### config.mk
export PLATFORM = sky130hd
export DESIGN_NAME = denoise_multi
export DESIGN_NICKNAME = d
export VERILOG_FILES = /design/src/rtl/denoise_multi.sv
export SDC_FILE = /design/constraint.sdc
export NUM_CORES = 1
export LEC_CHECK = 0
export ABC_AREA = 1
export CAP_MARGIN = 20
export CORE_MARGIN = 8
export CORE_UTILIZATION = 35
export CTS_CLUSTER_SIZE = 8
export DETAILED_ROUTE_END_ITERATION = 12
export DONT_BUFFER_PORTS = 1
export GPL_ROUTABILITY_DRIVEN = 0
export SLEW_MARGIN = 20
export SYNTH_ARGS = -nofsm -noshare
export SYNTH_HDL_FRONTEND = slang
export SYNTH_SLANG_ARGS = --single-unit
### constraint.sdc
create_clock -name clk -period 22.7 [get_ports clk]
set_clock_uncertainty 0.15 [all_clocks]
set_input_delay 4.54 -clock clk [delete_from_list [all_inputs] [get_ports clk]]
set_output_delay 4.54 -clock clk [all_outputs]
set_load 0.01 [all_outputs]
### src/rtl/denoise_multi.sv
// Strip-scanned, channel-interleaved 3x3 denoise filter (bypass / box mean / binomial).
// Keeps two previous columns plus the current one per channel; five-register result path.
module denoise_multi #(
    parameter int COLOR_DEPTH = 8,
    parameter int STRIP_ROWS  = 6,
    parameter int NUM_CH      = 3
) (
    input  logic                   clk,
    input  logic                   rst,
    input  logic [COLOR_DEPTH-1:0] pixel_in,
    input  logic                   valid_in,
    input  logic [1:0]             mode_in,
    input  logic                   last_col_in,
    input  logic                   last_pic_in,
    output logic [COLOR_DEPTH-1:0] pixel_out,
    output logic                   valid_out,
    output logic [2:0]             color_out,
    output logic                   last_col_out,
    output logic                   last_pic_out
);
    localparam int W     = COLOR_DEPTH;
    localparam int COL_W = W + 2;
    localparam int SUM_W = W + 4;
    localparam int ROW_W = $clog2(STRIP_ROWS);
    localparam int CH_W  = (NUM_CH > 1) ? $clog2(NUM_CH) : 1;

    function automatic logic [W-1:0] box_round(input logic [SUM_W-1:0] s);
        return W'((s + SUM_W'(4)) / SUM_W'(9));
    endfunction

    function automatic logic [W-1:0] binom_round(input logic [SUM_W-1:0] s);
        return W'((s + SUM_W'(8)) >> 4);
    endfunction

    logic [ROW_W-1:0] row_q, row_d;
    logic [CH_W-1:0]  ch_q, ch_d;
    logic [1:0]       col_q, col_d;
    logic [1:0]       mode_q, mode_d;
    logic             last_ch, last_row, col_end, strip_end, first_beat, trigger;
    logic [ROW_W-1:0] rsel [3];

    always_comb begin
        last_ch    = (ch_q == CH_W'(NUM_CH - 1));
        last_row   = (row_q == ROW_W'(STRIP_ROWS - 1));
        col_end    = valid_in && last_ch && last_row;
        strip_end  = col_end && (last_col_in || last_pic_in);
        first_beat = valid_in && (col_q == 2'd0) && (row_q == '0) && (ch_q == '0);
        trigger    = valid_in && (col_q == 2'd2) && (row_q >= ROW_W'(2));
        rsel[0]    = row_q - ROW_W'(2);
        rsel[1]    = row_q - ROW_W'(1);
        rsel[2]    = row_q;
        row_d      = row_q;
        ch_d       = ch_q;
        col_d      = col_q;
        mode_d     = mode_q;
        if (first_beat) mode_d = mode_in;
        if (valid_in) begin
            if (last_ch) begin
                ch_d = '0;
                if (last_row) begin
                    row_d = '0;
                    // Column count saturates at 2: from then on every column completes a window.
                    if (strip_end)          col_d = 2'd0;
                    else if (col_q != 2'd2) col_d = col_q + 2'd1;
                end else begin
                    row_d = row_q + 1'b1;
                end
            end else begin
                ch_d = ch_q + 1'b1;
            end
        end
    end

    logic [W-1:0] cur_q [NUM_CH][STRIP_ROWS];
    logic [W-1:0] m1_q  [NUM_CH][STRIP_ROWS];
    logic [W-1:0] m2_q  [NUM_CH][STRIP_ROWS];

    always_ff @(posedge clk) begin
        if (valid_in) begin
            cur_q[ch_q][row_q] <= pixel_in;
            if (col_end) begin
                for (int k = 0; k < NUM_CH; k++) begin
                    for (int r = 0; r < STRIP_ROWS; r++) begin
                        m2_q[k][r] <= m1_q[k][r];
                        m1_q[k][r] <= cur_q[k][r];
                    end
                end
                m1_q[NUM_CH-1][STRIP_ROWS-1] <= pixel_in;
            end
        end
    end

    logic [W-1:0]     win_p1 [3][3];
    logic [COL_W-1:0] csum_p2 [3];
    logic [COL_W-1:0] cw_p2 [3];
    logic [SUM_W-1:0] s9_p3, sw_p3;
    logic [W-1:0]     ctr_p2, ctr_p3, res_p4;
    logic [CH_W-1:0]  ch_p1, ch_p2, ch_p3, ch_p4;
    logic [1:0]       mode_p1, mode_p2, mode_p3;
    logic             lc_p1, lc_p2, lc_p3, lc_p4;
    logic             lp_p1, lp_p2, lp_p3, lp_p4;
    logic             vld_p1, vld_p2, vld_p3, vld_p4;

    always_ff @(posedge clk) begin
        // stage 1: window columns c-2, c-1, c; rows r-2..r
        if (trigger) begin
            for (int i = 0; i < 3; i++) begin
                win_p1[0][i] <= m2_q[ch_q][rsel[i]];
                win_p1[1][i] <= m1_q[ch_q][rsel[i]];
            end
            win_p1[2][0] <= cur_q[ch_q][rsel[0]];
            win_p1[2][1] <= cur_q[ch_q][rsel[1]];
            win_p1[2][2] <= pixel_in;
            ch_p1        <= ch_q;
            mode_p1      <= mode_q;
            lc_p1        <= strip_end;
            lp_p1        <= col_end && last_pic_in;
        end
        // stage 2: per-column plain and 1-2-1 weighted sums
        for (int j = 0; j < 3; j++) begin
            csum_p2[j] <= COL_W'(win_p1[j][0]) + COL_W'(win_p1[j][1]) + COL_W'(win_p1[j][2]);
            cw_p2[j]   <= COL_W'(win_p1[j][0]) + (COL_W'(win_p1[j][1]) << 1) + COL_W'(win_p1[j][2]);
        end
        ctr_p2  <= win_p1[1][1];
        ch_p2   <= ch_p1;
        mode_p2 <= mode_p1;
        lc_p2   <= lc_p1;
        lp_p2   <= lp_p1;
        // stage 3: full 3x3 sums
        s9_p3   <= SUM_W'(csum_p2[0]) + SUM_W'(csum_p2[1]) + SUM_W'(csum_p2[2]);
        sw_p3   <= SUM_W'(cw_p2[0]) + (SUM_W'(cw_p2[1]) << 1) + SUM_W'(cw_p2[2]);
        ctr_p3  <= ctr_p2;
        ch_p3   <= ch_p2;
        mode_p3 <= mode_p2;
        lc_p3   <= lc_p2;
        lp_p3   <= lp_p2;
        // stage 4: rounding and mode select
        case (mode_p3)
            2'd1:    res_p4 <= box_round(s9_p3);
            2'd2:    res_p4 <= binom_round(sw_p3);
            default: res_p4 <= ctr_p3;
        endcase
        ch_p4 <= ch_p3;
        lc_p4 <= lc_p3;
        lp_p4 <= lp_p3;
    end

    always_ff @(posedge clk) begin
        if (rst) begin
            row_q        <= '0;
            ch_q         <= '0;
            col_q        <= 2'd0;
            mode_q       <= 2'd0;
            vld_p1       <= 1'b0;
            vld_p2       <= 1'b0;
            vld_p3       <= 1'b0;
            vld_p4       <= 1'b0;
            pixel_out    <= '0;
            valid_out    <= 1'b0;
            color_out    <= 3'd7;
            last_col_out <= 1'b0;
            last_pic_out <= 1'b0;
        end else begin
            row_q     <= row_d;
            ch_q      <= ch_d;
            col_q     <= col_d;
            mode_q    <= mode_d;
            vld_p1    <= trigger;
            vld_p2    <= vld_p1;
            vld_p3    <= vld_p2;
            vld_p4    <= vld_p3;
            valid_out <= vld_p4;
            if (vld_p4) begin
                pixel_out    <= res_p4;
                color_out    <= 3'(ch_p4);
                last_col_out <= lc_p4;
                last_pic_out <= lp_p4;
            end else begin
                color_out    <= 3'd7;
                last_col_out <= 1'b0;
                last_pic_out <= 1'b0;
            end
        end
    end
endmodule

clock_map.png
The bar under the picture is 100 um long.
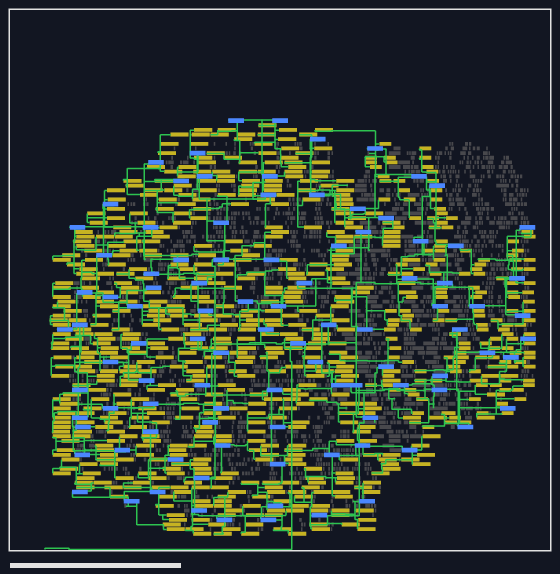
legend:
  clock wires:
    color: green
    length: 9050 um
  cells driving clock nets:
    color: blue
    count: 98
  flip-flops:
    color: yellow
    count: 708
routed clock nets: 99

gate_families.png
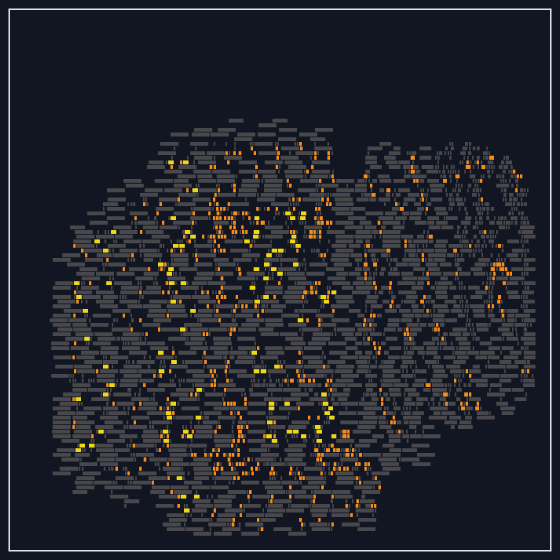
legend:
  inverting AOI/OAI gates:
    color: orange
    cells: 509
    most_used: a21oi_1
  AND-OR and OR-AND gates:
    color: yellow
    cells: 97
    most_used: a32o_1
proportion of cell area occupied by multi-input gates: 30.0%
most frequent standard cell in the layout excluding fill and tap cells: sky130_fd_sc_hd__nand2_1
non-filler cells, final: 4010

final_clocks.png
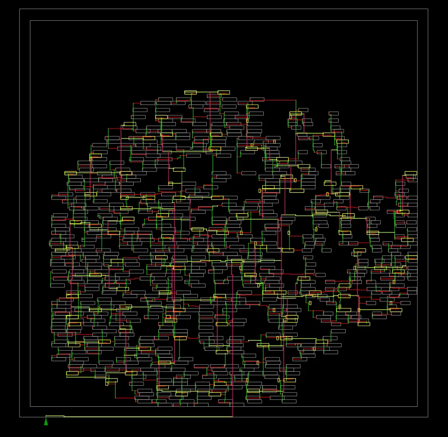
clock buffer count from CTS: 98
power dissipated in the clock network: 1.31 mW

port_nets.png
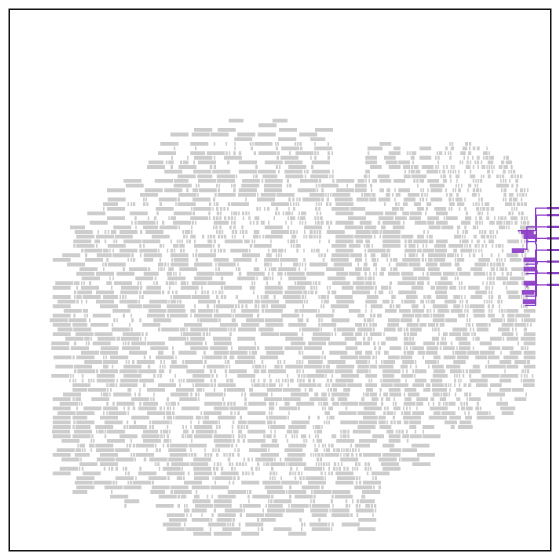
legend:
  pixel_out:
    color: purple
    direction: output
    edge: right
    end_cells: 8
    buffers: 0
    wire: 236 um

metal_stack.png
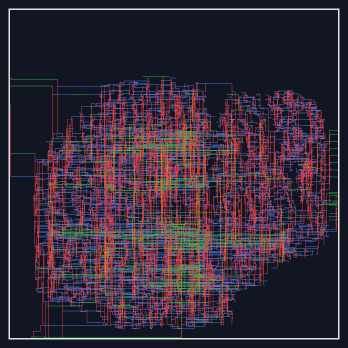
legend:
  met3:
    color: green
    wire_length: 7380 um
  met2:
    color: red
    wire_length: 35.6 mm
  met1:
    color: blue
    wire_length: 32.7 mm
  met4:
    color: orange
    wire_length: 2380 um

==> Slide: Implementation Results <==
Run Summary

Job
  • Count of tool warnings: 37
  • Tally of max-capacitance violations: 0

Routing
  • Detailed-route DRC error count: 0
  • Met2 layer wire length in the routed design: 35600 um
  • Uppermost routed layer: met4
  • Via density per instance: 5.16

Synthesis
  • Mapped Area: 31600 um2
  • Yosys top cell area share: 53.1%
  • Area fraction in and, or, nand and nor cells: 12.7%

Clock tree
  • Post-cts resize count: 0

Power
  • Sequential power share: 48.6%
  • P_leak: 13.1 nW

Final layout
  • Number of buffers outside the clock class in the layout: 23
  • Number of filler instances in the final layout: 8495
  • Layout overhead on the synthesized area: 12.3%

Outcome
  • Run status: complete, no violations

Final timing
  • Minimum clock period: 8.33 ns
  • Fin. max-slew vios: 0

Critical path
  • Critical-path cell with the highest stage delay: sky130_fd_sc_hd__buf_4
  • Critical Setup Path Class: primary input to register
worst max path at each step:
stage              from  slack [ns]  cells after the start           to
6_report       valid_in       14.37                      8  m2_q[2][26]
3_3_place_gp   valid_in       13.70                      8  m1_q[0][25]
3_5_place_dp   valid_in       13.68                      8  m1_q[0][25]
4_1_cts        valid_in       14.37                      8  m1_q[1][23]
5_1_grt        valid_in       14.05                      8  m1_q[1][42]
2_1_floorplan  valid_in        2.49                      7     col_q[0]
registers in the layout, summed over array words and instances, names as in the netlist, 3 cells and up, named ones only:
register / flops
color_out: 3
csum_p2: 30
ctr_p2: 8
ctr_p3: 8
cur_q: 192
cw_p2: 30
m1_q: 144
m2_q: 144
pixel_out: 8
res_p4: 8
row_q: 3
s9_p3: 12
sw_p3: 9
win_p1: 72
Power figures rest on the tool's default switching activity, not on a simulated workload.
